Routing congestion:
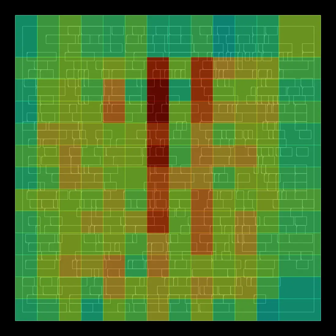
Layout detail:
Window x 33 to 63, y 14 to 44 µm. Cells in gray, sequential cells in the stronger gray; small squares are vias.
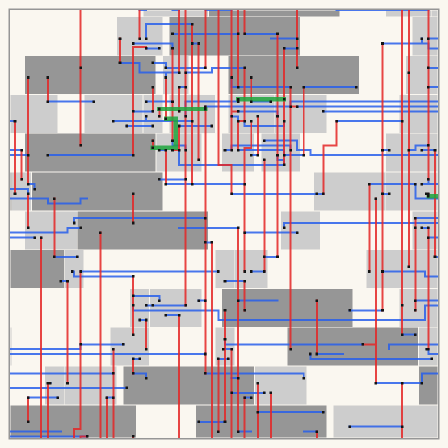
Clock distribution:
Drawn at 4 px/µm.
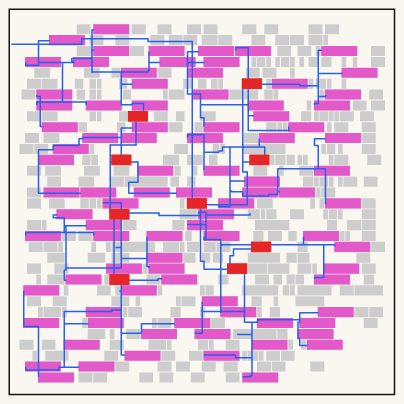
`src/rtl/iopage_pkg.sv`:
```
// Shared definitions for the iopage register bus: widths, default timeout,
// well-known addresses and the initiator state encoding.
package iopage_pkg;

  localparam int unsigned IOPAGE_ADDR_W       = 13;
  localparam int unsigned IOPAGE_DATA_W       = 16;
  localparam int unsigned IOPAGE_TIMEOUT_DEF  = 4;
  localparam int unsigned IOPAGE_CNT_W        = 4;

  localparam logic [IOPAGE_ADDR_W-1:0] IOPAGE_BASE_ADDR = 13'o00000;
  localparam logic [IOPAGE_ADDR_W-1:0] IOPAGE_PSW_ADDR  = 13'o17776;

  typedef enum logic [2:0] {
    ST_IDLE = 3'd0,
    ST_ADDR = 3'd1,
    ST_XFER = 3'd2,
    ST_DONE = 3'd3,
    ST_ERR  = 3'd4
  } iopage_state_e;

endpackage

```
`src/rtl/iopage_bus_master_byte_lane.sv`:
```
// Combinational byte-lane steering for iopage initiators: places byte write
// data on the lane selected by A0 and right-justifies byte read data.
module iopage_byte_lane
  import iopage_pkg::*;
#(
  parameter int unsigned DATA_W = IOPAGE_DATA_W
) (
  input  logic              i_a0,
  input  logic              i_byte,
  input  logic [DATA_W-1:0] i_wdata,
  input  logic [DATA_W-1:0] i_bus_rdata,
  output logic [DATA_W-1:0] o_wdata_c,
  output logic [DATA_W-1:0] o_rdata_c
);

  localparam int unsigned PAD_W = DATA_W - 8;

  // Word accesses pass straight through; sign extension is left to the CPU.
  always_comb begin
    o_wdata_c = i_wdata;
    o_rdata_c = i_bus_rdata;
    if (i_byte) begin
      o_wdata_c = i_a0 ? {i_wdata[7:0], PAD_W'(0)} : {PAD_W'(0), i_wdata[7:0]};
      o_rdata_c = {PAD_W'(0), (i_a0 ? i_bus_rdata[DATA_W-1 -: 8] : i_bus_rdata[7:0])};
    end
  end

endmodule

```
`src/rtl/iopage_bus_master.sv`:
```
// Initiator for the iopage register bus: sequences one CPU word/byte access,
// waits up to TIMEOUT cycles for a device decode, then acks or raises bus_err.
// Optional: define IOPAGE_ODD_WORD_TRAP_EN to trap odd-address word requests.
module iopage_bus_master
  import iopage_pkg::*;
#(
  parameter int unsigned ADDR_W  = IOPAGE_ADDR_W,
  parameter int unsigned DATA_W  = IOPAGE_DATA_W,
  parameter int unsigned TIMEOUT = IOPAGE_TIMEOUT_DEF
) (
  input  logic              clk,
  input  logic              reset,
  input  logic              req,
  input  logic              req_wr,
  input  logic              req_byte,
  input  logic [ADDR_W-1:0] req_addr,
  input  logic [DATA_W-1:0] req_data,
  output logic              ack,
  output logic [DATA_W-1:0] rd_data,
  output logic              bus_err,
  output logic              busy,
  output logic [ADDR_W-1:0] iopage_addr,
  output logic [DATA_W-1:0] iopage_data_out,
  output logic              iopage_rd,
  output logic              iopage_wr,
  output logic              iopage_byte_op,
  input  logic              iopage_decode,
  input  logic [DATA_W-1:0] iopage_data_in
);

  iopage_state_e           r_state, w_state_nxt;
  logic [IOPAGE_CNT_W-1:0] r_cnt, w_cnt_nxt, w_cnt_inc;

  logic [ADDR_W-1:0] r_addr, w_addr_src;
  logic              r_wr, r_byte, w_byte_src, w_ld;
  logic [DATA_W-1:0] r_wdata, r_rd_data;
  logic [DATA_W-1:0] w_wdata_lane, w_rdata_lane;

  logic              r_ack, r_bus_err, r_busy, r_iop_rd, r_iop_wr, r_iop_byte;
  logic [ADDR_W-1:0] r_iop_addr;
  logic [DATA_W-1:0] r_iop_dout;

  logic              w_ack_nxt, w_err_nxt, w_busy_nxt, w_rd_nxt, w_wr_nxt, w_byte_nxt;
  logic [ADDR_W-1:0] w_addr_nxt;
  logic [DATA_W-1:0] w_dout_nxt;

  assign w_ld       = (r_state == ST_IDLE) && req;
  assign w_addr_src = w_ld ? req_addr : r_addr;
  assign w_byte_src = w_ld ? req_byte : r_byte;
  assign w_cnt_inc  = r_cnt + IOPAGE_CNT_W'(1);

  iopage_byte_lane #(
    .DATA_W (DATA_W)
  ) u_byte_lane (
    .i_a0        (r_addr[0]),
    .i_byte      (r_byte),
    .i_wdata     (r_wdata),
    .i_bus_rdata (iopage_data_in),
    .o_wdata_c   (w_wdata_lane),
    .o_rdata_c   (w_rdata_lane)
  );

  // State and timeout counter registers.
  always_ff @(posedge clk or posedge reset) begin
    if (reset) begin
      r_state <= ST_IDLE;
      r_cnt   <= '0;
    end else begin
      r_state <= w_state_nxt;
      r_cnt   <= w_cnt_nxt;
    end
  end

  // Next state; decode is tested before the counter so a late decode still wins.
  always_comb begin
    w_state_nxt = r_state;
    w_cnt_nxt   = r_cnt;
    case (r_state)
      ST_IDLE: begin
        if (req) begin
          w_cnt_nxt = '0;
`ifdef IOPAGE_ODD_WORD_TRAP_EN
          if (!req_byte && req_addr[0]) w_state_nxt = ST_ERR;
          else                          w_state_nxt = ST_ADDR;
`else
          w_state_nxt = ST_ADDR;
`endif
        end
      end
      ST_ADDR: begin
        if (iopage_decode) begin
          w_state_nxt = ST_XFER;
        end else begin
          w_cnt_nxt = w_cnt_inc;
          if (w_cnt_inc == IOPAGE_CNT_W'(TIMEOUT)) w_state_nxt = ST_ERR;
        end
      end
      ST_XFER: w_state_nxt = ST_DONE;
      ST_DONE: w_state_nxt = ST_IDLE;
      ST_ERR:  w_state_nxt = ST_IDLE;
      default: w_state_nxt = ST_IDLE;
    endcase
  end

  // Outputs decoded from the next state so they register in step with it.
  always_comb begin
    w_busy_nxt = (w_state_nxt != ST_IDLE);
    w_addr_nxt = '0;
    w_byte_nxt = 1'b0;
    w_rd_nxt   = 1'b0;
    w_wr_nxt   = 1'b0;
    w_dout_nxt = '0;
    w_ack_nxt  = 1'b0;
    w_err_nxt  = 1'b0;
    case (w_state_nxt)
      ST_ADDR: begin
        w_addr_nxt = w_addr_src;
        w_byte_nxt = w_byte_src;
      end
      ST_XFER: begin
        w_addr_nxt = r_addr;
        w_byte_nxt = r_byte;
        w_rd_nxt   = !r_wr;
        w_wr_nxt   = r_wr;
        if (r_wr) w_dout_nxt = w_wdata_lane;
      end
      ST_DONE: w_ack_nxt = 1'b1;
      ST_ERR:  w_err_nxt = 1'b1;
      default: ;
    endcase
  end

  // Request latch, read capture and output registers.
  always_ff @(posedge clk or posedge reset) begin
    if (reset) begin
      r_addr     <= '0;
      r_wr       <= 1'b0;
      r_byte     <= 1'b0;
      r_wdata    <= '0;
      r_rd_data  <= '0;
      r_ack      <= 1'b0;
      r_bus_err  <= 1'b0;
      r_busy     <= 1'b0;
      r_iop_rd   <= 1'b0;
      r_iop_wr   <= 1'b0;
      r_iop_byte <= 1'b0;
      r_iop_addr <= '0;
      r_iop_dout <= '0;
    end else begin
      if (w_ld) begin
        r_addr  <= req_addr;
        r_wr    <= req_wr;
        r_byte  <= req_byte;
        r_wdata <= req_data;
      end
      if ((r_state == ST_XFER) && !r_wr) r_rd_data <= w_rdata_lane;
      r_ack      <= w_ack_nxt;
      r_bus_err  <= w_err_nxt;
      r_busy     <= w_busy_nxt;
      r_iop_rd   <= w_rd_nxt;
      r_iop_wr   <= w_wr_nxt;
      r_iop_byte <= w_byte_nxt;
      r_iop_addr <= w_addr_nxt;
      r_iop_dout <= w_dout_nxt;
    end
  end

  assign ack             = r_ack;
  assign rd_data         = r_rd_data;
  assign bus_err         = r_bus_err;
  assign busy            = r_busy;
  assign iopage_addr     = r_iop_addr;
  assign iopage_data_out = r_iop_dout;
  assign iopage_rd       = r_iop_rd;
  assign iopage_wr       = r_iop_wr;
  assign iopage_byte_op  = r_iop_byte;

endmodule
```
`config.mk`:
```
export PLATFORM = sky130hd
export DESIGN_NAME = iopage_bus_master
export DESIGN_NICKNAME = d
export VERILOG_FILES = /design/src/rtl/iopage_pkg.sv /design/src/rtl/iopage_bus_master_byte_lane.sv /design/src/rtl/iopage_bus_master.sv
export SDC_FILE = /design/constraint.sdc
export NUM_CORES = 1
export LEC_CHECK = 0
export CORE_MARGIN = 2
export CORE_UTILIZATION = 43
export CTS_CLUSTER_DIAMETER = 60
export DETAILED_ROUTE_END_ITERATION = 8
export PLACE_DENSITY_LB_ADDON = 0.08
export SYNTH_ARGS = -nofsm -noshare
export SYNTH_HDL_FRONTEND = slang
export SYNTH_SLANG_ARGS = --single-unit
```
`constraint.sdc`:
```
create_clock -name clk -period 2.3 [get_ports clk]
set_input_delay 0.23 -clock clk [delete_from_list [all_inputs] [get_ports clk]]
set_output_delay 0.23 -clock clk [all_outputs]
set_load 0.03 [all_outputs]
```
==> run summary <==
Status of the implementation.

- The layout has 17 inverters outside the clock class.
- The total iterations of the first detailed-routing run is 4, for reference.
- The total cell area reported by yosys after synthesis is 3630 µm², for reference.
- The layout multi-input combinational cell count is 178, for reference.
- The critical path endpoint has a required time of between 2000 and 3000 ps.
- The clock tree buffer count of the final layout is 10, for reference.
- At the floorplan stage, the core utilization is reported as 0.442.
- The flow ran to the end, and the final reports show no timing, DRC or antenna violations.
- The global-route wire length before repair is 12500 µm, for reference.
- In this run, the synthesized area fraction spent on AND-OR/OR-AND gates is recorded as 0.0809.
- The maximum resistive drop on vdd is ~520 µV, for reference.
- The die width is 95.9 µm, for reference.
- The layout report lists the non-clock buffer share of cell area as 0.216.
- Counting flops and latches in the post-synthesis netlist gives 89.
- Wire segments on met2 add up to about 3800 µm in the final route.
- In this build the clock could be raised as far as about 530 MHz.
- The critical path depth in cells is 3, for reference.
- The largest delay contributor family on the critical path is simple AND/OR/NAND/NOR gates, for reference.
- Across all register-to-register paths, the minimum setup slack is around 430 ps.
- Of the total standard cell area in the layout, the multi-input combinational portion is 0.251.
- For reference, the top cells by count after synthesis are sky130_fd_sc_hd__dfrtp_1, sky130_fd_sc_hd__nand2_1, sky130_fd_sc_hd__nor2_1.
- The net switching component of the power is 2.48 mW, for reference.
- In this run, placement finished with an instance count of roughly 500.
- The tally of buffers added on design ports is 101, for reference.
- The terminus of the critical flop-to-flop path is iopage_byte_op, for reference.
- By area, the combinational part of the netlist is dominated by simple AND/OR/NAND/NOR gates.
- The count of endpoints failing hold in the final timing report is 0, for reference.
- In this run the count of I/O pins placed on the die edge is 102.
- Per STA, the endpoint of the critical path is iopage_byte_op.
- The min-delay analysis places its worst path in the category input pin to async pin.
- The total number of vias is 2513, for reference.
- The share of total power dissipated in sequential elements is 0.377.
- The count of buffers not belonging to the clock network in the layout is about 110, for reference.
- The clock period could shrink to 1870 ps.
- The warning tally printed by Yosys for this design is 0.
- The reported sequential group power is ~2.6 mW, for reference.
- The number of buffers between clock root and the deepest sink is 2, for reference.
- Registers take between 2000 and 2500 µm².
- Summed over all layers, the routed wires come to 7720 µm.
- The TritonCTS buffer count is 9, for reference.
- Looking at the area split, the leading class of cells is registers.
- During tapcell insertion the tool placed 105 well taps.
- The row count is 33, for reference.
- The sink count of the clock tree is 89, for reference.
- According to the timing report, the critical path is launched from r_state[2].
- The H-tree was split into 3 levels.
- The worst path setup slack after routing is around 430 ps, for reference.
- On met2, the global router reports a usage of 0.302.
- The number of distinct library cells after synthesis is 33, for reference.
- The sequential cell count of the final layout is 89, for reference.
- Measured in cells, the most critical reg-to-reg path has a length of 3.
- Of the total power, combinational logic draws 0.422.
- The share of the synthesized area in the top cell type is 0.613, for reference.
- Wire segments on met3 add up to 422 µm in the final route.
- The area of the core region is 8220 µm², for reference.
- The switching portion of total power comes to 0.367.
- The total placed instance area is 4780 µm², for reference.
- The kind of critical path is flop to flop, for reference.
- In this run the tightest slew margin relative to its limit is 0.592.
- Counting both buffers and inverters, the worst setup path holds a total of 0.
- By area the synthesized netlist is led by sky130_fd_sc_hd__dfrtp_1, sky130_fd_sc_hd__mux2_2, sky130_fd_sc_hd__nand2_1, sky130_fd_sc_hd__mux2i_1, sky130_fd_sc_hd__o31ai_2.
- The hold slack is 362 ps, for reference.
- The largest area contributor in the netlist is sky130_fd_sc_hd__dfrtp_1, for reference.
- The startpoint of the worst register-to-register path is r_state[2], for reference.
- Adding up every negative setup slack in the final design gives 0 ps.
- The synthesized area per cell is 12.0 µm², for reference.
- On the reported timing paths, the clock transition at the registers reads ~90 ps.
- The cell at the slowest stage of the critical path is sky130_fd_sc_hd__or4b_4, for reference.
- The total die size is 9200 µm², for reference.
- Nets still carrying antenna violations after routing amount to 0.
- The script logs the ratio of routed vias to standard cells as 4.91.
- The final timing report lists a max-slew violation count of 0.
- Power attributed to combinational cells is 2.85 mW.
- The number of antenna violations at the first check in global routing is 0, for reference.
- The number of flops mapped to enable cells by yosys is 0, for reference.
- In this run the most used layer during global routing was met2.
- Before CTS, the worst setup slack after placement is ~360 ps.
- The worst endpoint data arrival time is 2120 ps, for reference.
- The number of nets handed over by synthesis was 354.
- The cell-mix breakdown from Yosys lists the adder-cell area share as 0.00344.
- Total power normalized to cell area comes to 1340 nW/µm².
- The layout report gives the register share of total cell area as 0.442.
- The number of standard cells in the layout, taps in and fillers out is between 500 and 600, for reference.
- The post-synth design cell area is 3630 µm², for reference.
- The die is 95.9 µm tall.
- The HPWL reported at the end of detailed placement is about 5200 µm, for reference.
- The pin count of the biggest net entering global routing is 90, for reference.
- The synth_stat.txt file lists the number of cells as around 300.
- Across the run, the number of max-cap violations was 0.
- The tally of OpenROAD warnings is 26, for reference.
- The register share after synthesis is 0.613, for reference.
- The detailed router's first-iteration violation count is 140, for reference.
- Per the synthesis report, the XOR/XNOR share of the synthesized area is 0.00241.
- The highest metal layer carrying signal wires in the routed design is met4.
- The mux contribution to synthesized area is 0.0971, for reference.
- The library cells used most frequently in the layout, excluding fill and tap cells, are sky130_fd_sc_hd__clkdlybuf4s50_1, sky130_fd_sc_hd__dfrtp_1, sky130_fd_sc_hd__nand2_1, sky130_fd_sc_hd__nor2_1, sky130_fd_sc_hd__mux2_2.
- Once the clock tree was built, the resizer swapped 0 gates to a different size.
- The kind of end point of the critical path is a flop, for reference.
-- 'routing congestion' (at the start) --
routing usage on met3: 0.0399
met1 capacity usage during global routing: 0.234
routed wire length per instance: 15.1 µm
core occupancy in the finished layout: 0.613

-- 'layout detail' (at the start) --
[metal 3] green
[metal 1] blue
[metal 2] red
most frequent: dfrtp_1 (11), inv_1 (4), mux2i_1 (4)
netlist names of flops here include: r_cnt (4), r_addr (3), iopage_addr (2)
sequential cells in the window: 11
cells with their middle in the window: 42

-- 'clock distribution' (at the start) --
[clock wires] blue | length: 1080 µm
[flip-flops] magenta | count: 89
[clock drivers] red | count: 9
routed clock nets: 10
clock network power share: 0.202
clk_skew: 9.64 ps
clock network latency to the later pin of the worst-skew pair: 340 ps
clock network power: 1.37 mW

Power figures rest on the tool's default switching activity, not on a simulated workload.
